==> config.mk <==
export PLATFORM = sky130hd
export DESIGN_NAME = multicycle_controller_flat
export DESIGN_NICKNAME = d
export VERILOG_FILES = /design/src/rtl/multicycle_controller_if.sv /design/src/rtl/multicycle_controller.sv /design/src/flat_wrapper.sv
export SDC_FILE = /design/constraint.sdc
export NUM_CORES = 1
export LEC_CHECK = 0
export ABC_AREA = 1
export CORE_ASPECT_RATIO = 0.8
export CORE_UTILIZATION = 52
export CTS_CLUSTER_DIAMETER = 30
export DETAILED_ROUTE_END_ITERATION = 6
export PLACE_DENSITY = 0.83
export SETUP_SLACK_MARGIN = 0.5
export SLEW_MARGIN = 25
export SYNTH_ARGS = -nofsm -noshare
export SYNTH_HDL_FRONTEND = slang
export SYNTH_SLANG_ARGS = --single-unit
==> constraint.sdc <==
create_clock -name clk -period 3.2 [get_ports clk]
set_input_delay 0.32 -clock clk [delete_from_list [all_inputs] [get_ports clk]]
set_output_delay 0.32 -clock clk [all_outputs]
set_load 0.005 [all_outputs]
Clock distribution:
Scale: 10 px per um.
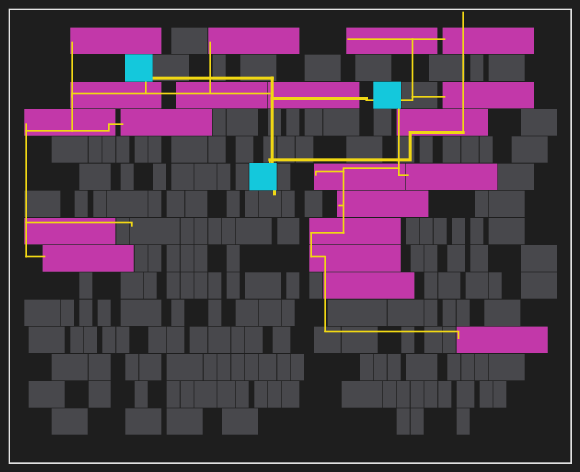
Key: clock wires = yellow [length 222 um]; flip-flops = magenta [count 20]; cells driving clock nets = cyan [count 3]
There are 4 routed clock nets.
clock latency at the later pin of the worst-skew pair: 0.30 ns
Final Skew: 0.00316 ns
clk pwr: 144 uW

Cells colored by class:
Scale: 6 px per um. Fill, decap, tap and diode cells in gray.
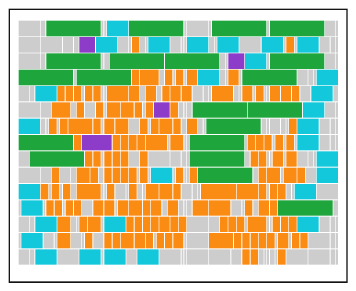
Key: all other logic = orange [cells 150, share of their area 46%]; clock drivers and dummy loads = purple [cells 4, share of their area 2.3%]; flip-flops = green [cells 20, share of their area 32%]; other buffers and delay cells = cyan [cells 30, share of their area 19%]
Util after Layout: 0.727
Seq/total area: 0.316
core area: 2180 sq um
post-route cell area: 1580 sq um

==> run notes <==
run results: outcome finished, final reports clean, Synth area leaders dfrtp_1 (41%), nand2_1 (16%), nor2_1 (7.4%), CTS tree yes, GPL Wtd Cong 1.01, largest net degree at the start of global routing 21, CP Depth 6, Cell Type Count 19, Synth Seq Share 0.412, Total GRT Usage 0.242, slack of the critical path 0.801 ns, Port Buffers 30, Yosys Instances 170, Hold Fails Final Rpt 0, Synth area leader dfrtp_1, Die Wd 56.0 um, Clock Tree Buf Depth 2, Pwr per Cell Area 957 nW/um^2, fin nets 216, number of diodes 0, Yosys chip area 1210 sq um, Crit-path slowest cell clkdlybuf4s50_1, # placed instances 225, maximum vdd ir drop 0.870 mV, met1 Resource Use GR 0.315, Post-CTS Setup Bufs 0, total grt overflow 0, Tool Warnings 26, # clock sinks 20, Critical Path AT 2.08 ns, H-tree depth 1, Post-Synthesis Cell Area 1210 sq um, mean routed wirelength per cell 12.7 um, Cell Count, Final, Fillers Out 229, maxcap violations 0, P&R area growth vs syn 30.3%, CP delay by family, top buffers and inverters, Setup violations, final 0, R2R setup slack 1.31 ns, Final ANT Viol Nets 0, CP required 2.88 ns, grt met3 use 0.0659, Top Layout Cells nand2_1 (51), clkdlybuf4s50_1 (30), nor2_1 (24), vias in the first global route 1096, setup TNS 0 ns, Tightest Pin Transition 0.868 ns, FP Rows 15, Largest type area fraction 0.412, warnings from Yosys 0, first-pass GRT wire length 4660 um, busiest layer in global routing met2, CTS root buffer clkbuf_4, worst hold slack 0.499 ns, fmax 417 MHz, clock period minus worst slack 2.40 ns, post-CTS sizing 0, slew margin rel. 0.419, cts bufs inserted 3, DRC Markers 0, Setup CP Type register to output pin, WP buf/inv 2, crit end category output pin, Tcrit/Tclk final 0.750, I/O pin count 31, Pre-antenna DRT Iters 4, max reg flops 4, First DRT Iteration DRCs 74, Seq cells post-synth 20, FP Util 0.558, DRT Wirelength 2900 um, Worst path most repeated cell nand2_1, Leak 0.000796 uW, crit-path max cell delay 0.51 ns, RSZ-0062 raised after global routing false, die area 2530 sq um, cells on worst reg2reg path 9, Die Span Y 45.2 um, CTS clk-pin slew, worst paths 0.11 ns
==> routing by layer <==
metal  wire length (um)  vias to the layer above
li1                   -                      602
met1               1280                      565
met2               1320                       61
met3                247                        7
met4                 51                        0
met5                  0                        -
==> metrics by stage <==
step	area, sq um	total power, uW
after floorplan	1210	1060
after global placement	1550	1330
after detailed placement	1550	1360
after CTS	1580	1510
after global routing	1580	1630
final	1580	1520
==> Yosys cell counts <==
cell type,n
nand4_1,3
dfrtp_1,20
nand3_2,2
inv_2,8
nand3_1,12
a21oi_1,6
nor3_2,3
nor2_2,5
nor2_1,24
nor3_1,2
a31oi_1,2
o21ai_2,3
nand2_1,51
o21a_1,1
nand2_2,5
o21ai_0,3
nor2_4,3
nor3_4,1
inv_1,16
==> final cells by class <==
| cell class | count | area (sq um) |
|---|---|---|
| inverters | 24 | 90.1 |
| repair buffers | 30 | 300 |
| well taps | 25 | 31.3 |
| fillers | 181 | 594 |
| flip-flops and latches | 20 | 500 |
| multi-input cells | 126 | 624 |
| clock buffers | 4 | 36.3 |
==> report_power, final <==
group	total [uW]	switching, uW	leakage, uW	internal [uW]
Clock	144	74.7	0.0000210	69.5
Sequential	408	59.5	0.000261	349
Combinational	963	611	0.000514	352
==> cell families (layout without fill, tap and decap cells) <==
kind of cell,after synthesis,in the layout,synth area share
AND-OR/OR-AND,15,15,0.0752
buffers and inverters,24,58,0.0742
AND/OR/NAND/NOR,111,111,0.439
flip-flops,20,20,0.412
Power and IR drop assume default switching activity.
